[config.mk]
export PLATFORM = sky130hd
export DESIGN_NAME = ps2_host_tx
export DESIGN_NICKNAME = d
export VERILOG_FILES = /design/src/rtl/ps2_pkg.sv /design/src/rtl/ps2_sync_edge.sv /design/src/rtl/ps2_host_tx.sv
export SDC_FILE = /design/constraint.sdc
export NUM_CORES = 1
export LEC_CHECK = 0
export ABC_AREA = 1
export CAP_MARGIN = 15
export CORE_MARGIN = 2
export CORE_UTILIZATION = 45
export DETAILED_ROUTE_END_ITERATION = 8
export HOLD_SLACK_MARGIN = 0.02
export SLEW_MARGIN = 30
export SYNTH_ARGS = -nofsm -noshare
export SYNTH_HDL_FRONTEND = slang
export SYNTH_HIERARCHICAL = 1
export SYNTH_SLANG_ARGS = --single-unit
[constraint.sdc]
create_clock -name clk -period 2.6 [get_ports clk]
set_input_delay 0.52 -clock clk [delete_from_list [all_inputs] [get_ports clk]]
set_output_delay 0.52 -clock clk [all_outputs]
set_load 0.01 [all_outputs]
[src/rtl/ps2_pkg.sv]
// Shared PS/2 definitions: transmitter state encoding, command/response bytes
// and small helpers used by the host transmitter and receiver.
package ps2_pkg;

    typedef enum logic [2:0] {
        IDLE,
        INHIBIT,
        REQ,
        DATA,
        PARITY,
        STOP,
        WAIT_IDLE
    } ps2_state_t;

    localparam logic [7:0] PS2_CMD_SET_LEDS = 8'hED;
    localparam logic [7:0] PS2_CMD_ENABLE   = 8'hF4;
    localparam logic [7:0] PS2_CMD_RESET    = 8'hFF;
    localparam logic [7:0] PS2_RESP_ACK     = 8'hFA;

    function automatic int unsigned max_u(input int unsigned a, input int unsigned b);
        return (a > b) ? a : b;
    endfunction

    // PS/2 frames carry odd parity over the 8 data bits
    function automatic logic odd_parity(input logic [7:0] d);
        return ~^d;
    endfunction

endpackage

[src/rtl/ps2_sync_edge.sv]
// Two-flop synchronizer for a raw PS/2 line plus falling-edge detect on the
// synchronized value. Flops reset high to match an idle (released) bus.
module ps2_sync_edge (
    input  logic clk,
    input  logic rst,
    input  logic i_line,
    output logic o_sync,
    output logic o_fall_c
);

    logic r_meta;
    logic r_sync;
    logic r_prev;

    always_ff @(posedge clk or posedge rst) begin
        if (rst) begin
            r_meta <= 1'b1;
            r_sync <= 1'b1;
            r_prev <= 1'b1;
        end else begin
            r_meta <= i_line;
            r_sync <= r_meta;
            r_prev <= r_sync;
        end
    end

    assign o_sync   = r_sync;
    assign o_fall_c = r_prev & ~r_sync;

endmodule

[src/rtl/ps2_host_tx.sv]
// Host-to-device PS/2 transmitter: inhibits the bus, issues a request-to-send,
// shifts out one command byte on device clock falls and checks the device ACK.
module ps2_host_tx
    import ps2_pkg::*;
#(
    parameter int unsigned INHIBIT_CYCLES = 5000,
    parameter int unsigned TIMEOUT_CYCLES = 750000
) (
    input  logic       clk,
    input  logic       rst,
    input  logic [7:0] tx_data,
    input  logic       tx_valid,
    output logic       tx_ready,
    output logic       busy,
    output logic       tx_done,
    output logic       tx_error,
    input  logic       ps2_clk_in,
    input  logic       ps2_data_in,
    output logic       ps2_clk_drive_low,
    output logic       ps2_data_drive_low
);

    localparam int unsigned CNT_W = $clog2(max_u(INHIBIT_CYCLES, TIMEOUT_CYCLES) + 1);

    ps2_state_t r_state;
    ps2_state_t w_state_next;

    logic [CNT_W-1:0] r_cnt;
    logic [CNT_W-1:0] w_cnt_next;
    logic [3:0]       r_bit_idx;
    logic [3:0]       w_bit_idx_next;
    logic [7:0]       r_data;
    logic             r_parity;
    logic             r_clk_low;
    logic             r_data_low;
    logic             r_tx_done;
    logic             r_tx_error;
    logic             r_tx_ready;
    logic             r_busy;
    logic             w_clk_low_next;
    logic             w_data_low_next;
    logic             w_done_next;
    logic             w_error_next;
    logic             w_ready_next;
    logic             w_busy_next;

    logic w_clk_sync;
    logic w_fall;
    logic w_data_sync;
    logic w_data_fall_unused;
    logic w_accept;
    logic w_timeout;

    ps2_sync_edge u_clk_sync (
        .clk      (clk),
        .rst      (rst),
        .i_line   (ps2_clk_in),
        .o_sync   (w_clk_sync),
        .o_fall_c (w_fall)
    );

    ps2_sync_edge u_data_sync (
        .clk      (clk),
        .rst      (rst),
        .i_line   (ps2_data_in),
        .o_sync   (w_data_sync),
        .o_fall_c (w_data_fall_unused)
    );

    assign w_accept  = (r_state == IDLE) && tx_valid && r_tx_ready;
    // A fall in the same cycle as the limit counts as activity, not a timeout
    assign w_timeout = !w_fall && (r_cnt == CNT_W'(TIMEOUT_CYCLES - 1));

    always_ff @(posedge clk or posedge rst) begin
        if (rst) r_state <= IDLE;
        else     r_state <= w_state_next;
    end

    always_comb begin
        w_state_next = r_state;
        case (r_state)
            IDLE:      if (w_accept) w_state_next = INHIBIT;
            INHIBIT:   if (r_cnt == CNT_W'(INHIBIT_CYCLES - 1)) w_state_next = REQ;
            REQ:       if (w_fall) w_state_next = DATA;
                       else if (w_timeout) w_state_next = IDLE;
            DATA:      if (w_fall && (r_bit_idx == 4'd8)) w_state_next = PARITY;
                       else if (w_timeout) w_state_next = IDLE;
            PARITY:    if (w_fall) w_state_next = STOP;
                       else if (w_timeout) w_state_next = IDLE;
            STOP:      if (w_fall) w_state_next = w_data_sync ? IDLE : WAIT_IDLE;
                       else if (w_timeout) w_state_next = IDLE;
            WAIT_IDLE: if ((w_clk_sync && w_data_sync) || w_timeout) w_state_next = IDLE;
            default:   w_state_next = IDLE;
        endcase
    end

    // Next values for the registered bus drives, pulses and counters
    always_comb begin
        w_cnt_next      = r_cnt + CNT_W'(1);
        w_bit_idx_next  = r_bit_idx;
        w_data_low_next = r_data_low;
        w_clk_low_next  = (w_state_next == INHIBIT);
        w_done_next     = 1'b0;
        w_error_next    = 1'b0;
        w_ready_next    = (r_state == IDLE) && (w_state_next == IDLE);
        w_busy_next     = (w_state_next != IDLE);

        if ((w_state_next != r_state) || (r_state == IDLE)) w_cnt_next = '0;
        else if (w_fall && (r_state != INHIBIT))            w_cnt_next = '0;

        case (r_state)
            IDLE: w_bit_idx_next = '0;
            REQ: if (w_fall) begin
                w_data_low_next = ~r_data[0];
                w_bit_idx_next  = 4'd1;
            end
            DATA: if (w_fall) begin
                if (r_bit_idx == 4'd8) begin
                    w_data_low_next = ~r_parity;
                end else begin
                    w_data_low_next = ~r_data[r_bit_idx[2:0]];
                    w_bit_idx_next  = r_bit_idx + 4'd1;
                end
            end
            PARITY: if (w_fall) w_data_low_next = 1'b0;
            WAIT_IDLE: w_done_next = w_clk_sync && w_data_sync;
            default: ;
        endcase

        if ((r_state inside {REQ, DATA, PARITY, STOP, WAIT_IDLE}) &&
            (w_state_next == IDLE) && !w_done_next)
            w_error_next = 1'b1;
        if (w_state_next == INHIBIT)
            w_data_low_next = (w_cnt_next == CNT_W'(INHIBIT_CYCLES - 1));
        if (w_state_next == IDLE)
            w_data_low_next = 1'b0;
    end

    always_ff @(posedge clk or posedge rst) begin
        if (rst) begin
            r_cnt      <= '0;
            r_bit_idx  <= '0;
            r_data     <= '0;
            r_parity   <= 1'b0;
            r_clk_low  <= 1'b0;
            r_data_low <= 1'b0;
            r_tx_done  <= 1'b0;
            r_tx_error <= 1'b0;
            r_tx_ready <= 1'b1;
            r_busy     <= 1'b0;
        end else begin
            r_cnt      <= w_cnt_next;
            r_bit_idx  <= w_bit_idx_next;
            r_clk_low  <= w_clk_low_next;
            r_data_low <= w_data_low_next;
            r_tx_done  <= w_done_next;
            r_tx_error <= w_error_next;
            r_tx_ready <= w_ready_next;
            r_busy     <= w_busy_next;
            if (w_accept) begin
                r_data   <= tx_data;
                r_parity <= odd_parity(tx_data);
            end
        end
    end

    assign tx_ready           = r_tx_ready;
    assign busy               = r_busy;
    assign tx_done            = r_tx_done;
    assign tx_error           = r_tx_error;
    assign ps2_clk_drive_low  = r_clk_low;
    assign ps2_data_drive_low = r_data_low;

endmodule

==> impl_metrics.tcl, run 1 <==
# place-and-route summary
set metrics [dict create \
    finalWorstSetupSlack_ns 0.255 \
    power_combinational_w 0.0000633 \
    slowest_stage "sky130_fd_sc_hd__dfstp_2" \
    layout.non_clock_buffers 21 \
    dr_wl_met3_microns 365 \
    arrival_ns 2.57 \
    reg2reg_to "r_cnt[13]" \
    run_status "finished, final reports clean" \
    synth.net_count 394 \
    worst-path-max-fanout 9 \
    critical_path_start_type "flop" \
    timing.hold.worst_path_depth 0 \
    core_area_sq_mm 0.00599 \
    power.total_w 0.00129 \
    final-max-slew-violation-count 0 \
    cts_buffer_depth 2 \
    layout.area.seq_sq_mm 0.00118 \
    fin_worst_skew_ns 0.00438 \
    first_global_vias 2260 \
    nonClkBufAreaFrac 0.0676 \
    drcViolationCount 0 \
    combGateArea_sq_mm 0.00139 \
    cts_hold_buffers 0 \
    global_route_track_usage_on_met2 0.257 \
    antennaDiodeCount 0 \
    ff2ff_path_depth 12 \
    power.combinational.fraction 0.049 \
    dp.cells 468 \
    timing.hold.worst.start "u_clk_sync/r_meta" \
    global_route.peak_usage_layer "met1" \
    hpwl_mm 4.80 \
    dr.first_iter.drc_count 155 \
    multiInputCombCellCount 271 \
    clkTransAtPathRegs_ns 0.10 \
    pwr_density_cell_mw_per_mm2 404 \
    placement_rows 28 \
    clockPowerShare 0.376 \
    max_slew.worst_pin.slew_ns 0.724 \
    power.largest_group "registers" \
    latency_at_later_pin_ns 0.31 \
    viasPerCell 5.17 \
    most_flop_heavy_register "r_cnt" \
    cap_violations 0 \
    kind_of_cell_adding_the_most_delay_to_the_critical_path "simple AND/OR/NAND/NOR gates" \
    grt.total_usage 0.190 \
    top_signal_layer_used "met4" \
    largest_net_degree_at_the_start_of_global_routing 25 \
    path_cells "inv_1 -> nor2_2 -> nor2_1 -> nand2_1 -> nor2_1 -> nand3_2 -> nand2_1 -> nand3_1 -> nand3_1 -> nor2_4 -> nand3_1 -> nor2_1" \
    clock_buffer_count 5 \
    largestRegisters "r_cnt (20), r_data (8), r_bit_idx (4)" \
    critical_path.startpoint "u_clk_sync/r_prev" \
    log.warning_count 27 \
    gp_congestion 0.928 \
    vias 2462 \
    vdd.ir_drop.worst_mv 0.227 \
    placement.cell_area_sq_mm 0.00308 \
    finalSetupViolations 0 \
    rsz0062_at_grt "false" \
    hold_path_end "u_clk_sync/o_sync" \
    total_leakage_power_nw 1.55 \
    layout-drive-gt1-share 0.122 \
    htreeDepth 2 \
    tritoncts.num_buffers 5 \
    fraction_of_standard_cell_area_that_is_sequential 0.372 \
    yosys_warn_count 6 \
    layout_top_cells_excl_fill_tap "83 x sky130_fd_sc_hd__nand2_1, 62 x sky130_fd_sc_hd__nor2_1, 49 x sky130_fd_sc_hd__inv_1, 41 x sky130_fd_sc_hd__dfrtp_1, 36 x sky130_fd_sc_hd__nand3_1" \
    post_cts_resized 0 \
    crit_type "flop to flop" \
    cts_tree "yes" \
    p_int_w 0.000970 \
    fin_crit_ns 2.34 \
    path_depth 12 \
    fillers 597 \
    area_growth_syn_to_layout_pct 13.3 \
    comb_share 0.437 \
    met1_wire_length_mm 3.20 \
    detail_route.wl_per_cell_microns 13.0 \
    setup.worst_path.end_class "flop" \
    timing.critical_path.slowest_cell_delay_ns 0.53 \
    finish.cell_count_without_fillers 476 \
    root_cell_of_the_clock_tree "sky130_fd_sc_hd__clkbuf_8" \
    seq-power_w 0.000739 \
    antenna_found_initial 0 \
    total_wire_length_mm 6.17 \
    grt_first_pass_wirelength_mm 10.8 \
    clock.fmax_mhz 427 \
    synth.avg_cell_area_sq_um 7.44 \
    io_pins 19 \
    finalCritPeriodShare 0.902 \
    design.seq.count 47 \
    netlist_area_pre_place_sq_mm 0.00281 \
    nets 416 \
    layout.clock.cell_area_share 0.0299 \
    reg2reg_from "u_clk_sync/r_prev" \
    largest_class "multi-input combinational cells" \
]
run_1/pins.png
Pins as bars across the die edge, other pins in grey.
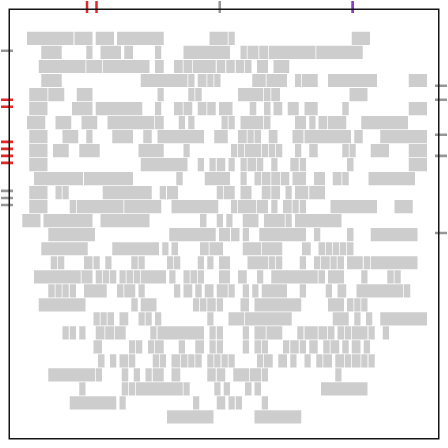
legend:
  tx_valid:
    colour: purple
    pins: 1
    direction: input
    edge: top
  tx_data:
    colour: red
    pins: 8
    direction: input
    edge: 6 left, 2 top
all pins by edge: 10 left, 5 right, 4 top
tally of buffers added on design ports: 18
width of the die: 83.0 microns
Die Y-Extent: 83.0 microns

run_1/final_congestion.png
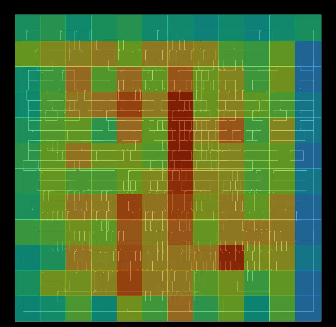
fraction of the core area covered by cells at the end of the flow: 0.532
M3 GR Usage: 0.0437
global-route track usage on met1: 0.306

run_1/metal_stack.png
Two of the layers only.
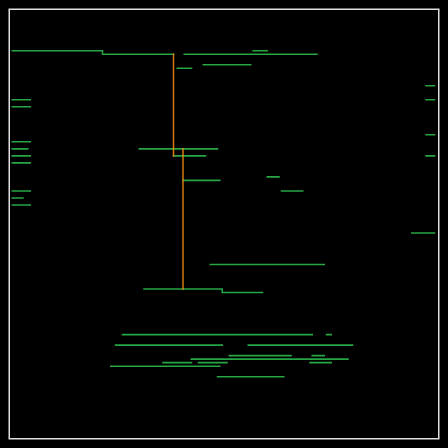
legend:
  met4:
    colour: orange
    wire_length: 46.9 microns
  met3:
    colour: green
    wire_length: 366 microns

run_1/clock_map.png
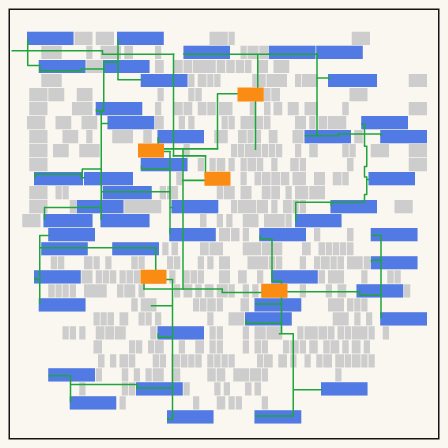

## Run 2: what changed since run 1
- CORE_ASPECT_RATIO: not set -> 0.5
- DONT_BUFFER_PORTS: not set -> 1
run_2/clock_map.png
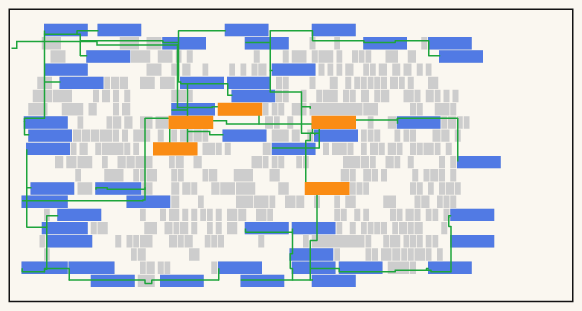
legend:
  cells driving clock nets:
    colour: orange
    count: 5
  flip-flops:
    colour: blue
    count: 47
  clock wires:
    colour: green
    length: 627 microns
routed clock nets: 6

run_2/pins.png
Pins as bars across the die edge, other pins in grey.
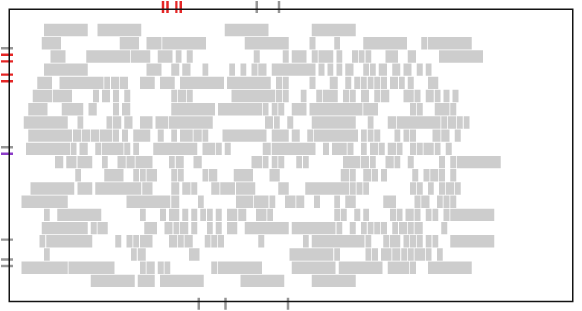
legend:
  tx_valid:
    colour: purple
    pins: 1
    direction: input
    edge: left
  tx_data:
    colour: red
    pins: 8
    direction: input
    edge: 4 top, 4 left
width of the die: 116 microns
tally of buffers added on design ports: 0
Die Y-Extent: 59.9 microns

==> run 2 against run 1 <==
Against the previous run: global-route usage is 1.3 points higher; core utilization is 2.0 points lower; hold slack got worse by 0.22 ns; largest cell class unchanged; final area shrank 2.7%; largest power group is now clock; clock power increased by 69%; highest routed layer unchanged; setup slack lost 0.015 ns.
==> impl_metrics.tcl, run 2 <==
# place-and-route summary
set metrics [dict create \
    timing.critical_path.slowest_cell_delay_ns 0.51 \
    fin_worst_skew_ns 0.00541 \
    antennaDiodeCount 0 \
    design.seq.count 47 \
    vias 2423 \
    dr_wl_met3_microns 334 \
    total_leakage_power_nw 1.53 \
    antenna_found_initial 0 \
    layout.area.seq_sq_mm 0.00118 \
    path_depth 15 \
    power.total_w 0.00160 \
    groute.layer.met3.usage 0.0426 \
    hpwl_mm 4.98 \
    post_cts_resized 0 \
    top_signal_layer_used "met4" \
    most_flop_heavy_register "r_cnt" \
    dp.cells 463 \
    critical_path_start_type "flop" \
    critical_path.startpoint "u_clk_sync/r_prev" \
    met1_wire_length_mm 3.26 \
    finalWorstSetupSlack_ns 0.240 \
    root_cell_of_the_clock_tree "sky130_fd_sc_hd__clkbuf_16" \
    viasPerCell 5.14 \
    combGateArea_sq_mm 0.00139 \
    power_combinational_w 0.0000398 \
    use_met1 0.291 \
    gp_congestion 0.952 \
    clkTransAtPathRegs_ns 0.07 \
    seq-power_w 0.000740 \
    slowest_stage "sky130_fd_sc_hd__dfstp_2" \
    finalSetupViolations 0 \
    largest_class "multi-input combinational cells" \
    max_slew.worst_pin.slew_ns 0.788 \
    reg2reg_from "u_clk_sync/r_prev" \
    power.largest_group "clock" \
    log.warning_count 27 \
    final-max-slew-violation-count 0 \
    placement.cell_area_sq_mm 0.00291 \
    synth.net_count 394 \
    pwr_density_cell_mw_per_mm2 516 \
    clock.fmax_mhz 424 \
    arrival_ns 2.53 \
    fin_crit_ns 2.36 \
    run_status "finished, final reports clean" \
    setup.worst_path.end_class "flop" \
    crit_type "flop to flop" \
    global_route_track_usage_on_met2 0.312 \
    core_area_sq_mm 0.00606 \
    vdd.ir_drop.worst_mv 0.414 \
    total_wire_length_mm 6.45 \
    largestRegisters "r_cnt (20), r_data (8), r_bit_idx (4)" \
    comb_share 0.448 \
    worst-path-max-fanout 11 \
    power.combinational.fraction 0.025 \
    layout-drive-gt1-share 0.125 \
    utilization 0.512 \
    cap_violations 0 \
    ff2ff_path_depth 15 \
    fillers 619 \
    io_pins 19 \
    cts_tree "yes" \
    nets 398 \
    reg2reg_to "ps2_data_drive_low" \
    tritoncts.num_buffers 5 \
    drcViolationCount 0 \
    grt.total_usage 0.202 \
    netlist_area_pre_place_sq_mm 0.00281 \
    layout.non_clock_buffers 3 \
    layout_top_cells_excl_fill_tap "83 x sky130_fd_sc_hd__nand2_1, 63 x sky130_fd_sc_hd__nor2_1, 49 x sky130_fd_sc_hd__inv_1, 41 x sky130_fd_sc_hd__dfrtp_1, 35 x sky130_fd_sc_hd__nand3_1" \
    synth.avg_cell_area_sq_um 7.44 \
    dr.first_iter.drc_count 96 \
    nonClkBufAreaFrac 0.00727 \
    detail_route.wl_per_cell_microns 13.7 \
    grt_first_pass_wirelength_mm 10.9 \
    cts_buffer_depth 2 \
    yosys_warn_count 6 \
    latency_at_later_pin_ns 0.28 \
    kind_of_cell_adding_the_most_delay_to_the_critical_path "simple AND/OR/NAND/NOR gates" \
]
## Run 3: what changed since run 2
--- a/constraint.sdc
+++ b/constraint.sdc
@@ -3,2 +3,2 @@
 set_output_delay 0.52 -clock clk [all_outputs]
-set_load 0.01 [all_outputs]
+set_load 0.02 [all_outputs]
run_3/cell_classes.png
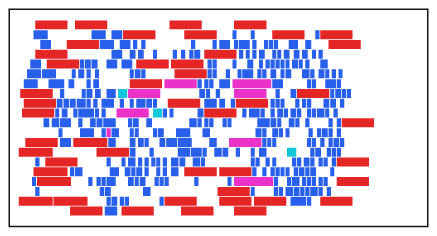
legend:
  all other logic:
    colour: blue
    cells: 325
    share_of_their_area: 53%
  other buffers and delay cells:
    colour: cyan
    cells: 3
    share_of_their_area: 0.75%
  flops:
    colour: red
    cells: 47
    share_of_their_area: 40%
  clock drivers and dummy loads:
    colour: magenta
    cells: 8
    share_of_their_area: 6.3%
post-route design area: 0.00310 sq mm
num rows: 20
area of the core: 0.00606 sq mm

run_3/metal_stack.png
Two of the layers only.
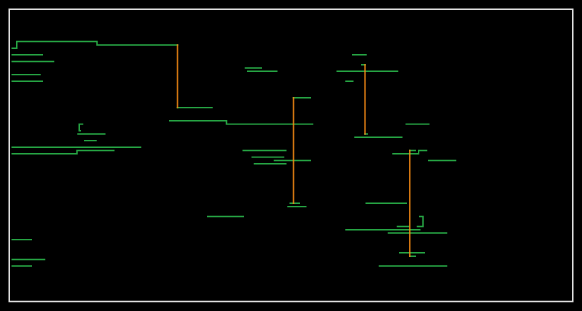
legend:
  met4:
    colour: orange
    wire_length: 70.7 microns
  met3:
    colour: green
    wire_length: 335 microns

==> run 3 against run 2 <==
Against the previous run: power is the same; clock skew unchanged; synthesized area is the same; setup slack did not move; final area is the same; hold slack unchanged; register-to-register slack about the same; largest power group unchanged; routed wire length unchanged; maximum frequency unchanged.
==> impl_metrics.tcl, run 3 <==
# place-and-route summary
set metrics [dict create \
    largestRegisters "r_cnt (20), r_data (8), r_bit_idx (4)" \
    worst-path-max-fanout 11 \
    largest_class "multi-input combinational cells" \
    netlist_area_pre_place_sq_mm 0.00281 \
    power.largest_group "clock" \
    power.total_w 0.00160 \
    kind_of_cell_adding_the_most_delay_to_the_critical_path "simple AND/OR/NAND/NOR gates" \
    placement.cell_area_sq_mm 0.00291 \
    grt.total_usage 0.202 \
    gp_congestion 0.952 \
    nets 398 \
    dr.first_iter.drc_count 96 \
    die_width_microns 116 \
    root_cell_of_the_clock_tree "sky130_fd_sc_hd__clkbuf_16" \
    timing.critical_path.slowest_cell_delay_ns 0.51 \
    comb_share 0.448 \
    reg2reg_to "ps2_data_drive_low" \
    log.warning_count 27 \
    numPortBuffers 0 \
    cts_hold_buffers 0 \
    grt_first_pass_wirelength_mm 10.9 \
    fillers 619 \
    multiInputCombCellCount 271 \
    detail_route.wl_per_cell_microns 13.7 \
    use_met1 0.291 \
    crit_type "flop to flop" \
    rsz0062_at_grt "false" \
    pwr_density_cell_mw_per_mm2 516 \
    setup.worst_path.end_class "flop" \
    p_int_w 0.00130 \
    met1_wire_length_mm 3.26 \
    design.seq.count 47 \
    htreeDepth 2 \
    max_slew.worst_pin.slew_ns 0.788 \
    tritoncts.num_buffers 5 \
    latency_at_later_pin_ns 0.28 \
    utilization 0.512 \
    nonClkBufAreaFrac 0.00727 \
    clockPowerShare 0.513 \
    groute.layer.met3.usage 0.0426 \
    finalCritPeriodShare 0.908 \
    path_depth 15 \
    area_growth_syn_to_layout_pct 10.2 \
    total_wire_length_mm 6.45 \
    total_leakage_power_nw 1.53 \
    antenna_found_initial 0 \
    cts_buffer_depth 2 \
    seq-power_w 0.000740 \
    clock.fmax_mhz 424 \
    yosys_warn_count 6 \
    layout.area.seq_sq_mm 0.00118 \
    fin_crit_ns 2.36 \
    largest_net_degree_at_the_start_of_global_routing 24 \
    combGateArea_sq_mm 0.00139 \
    critical_path.startpoint "u_clk_sync/r_prev" \
    cts_tree "yes" \
    fraction_of_standard_cell_area_that_is_sequential 0.382 \
    finalSetupViolations 0 \
    cap_violations 0 \
    final-max-slew-violation-count 0 \
    dp.cells 463 \
    antennaDiodeCount 0 \
    dr_wl_met3_microns 334 \
    post_cts_resized 0 \
    top_signal_layer_used "met4" \
    run_status "finished, final reports clean" \
    synth.net_count 394 \
    viasPerCell 5.14 \
    power.combinational.fraction 0.025 \
    arrival_ns 2.53 \
]
Power figures rest on the tool's default switching activity, not on a simulated workload.
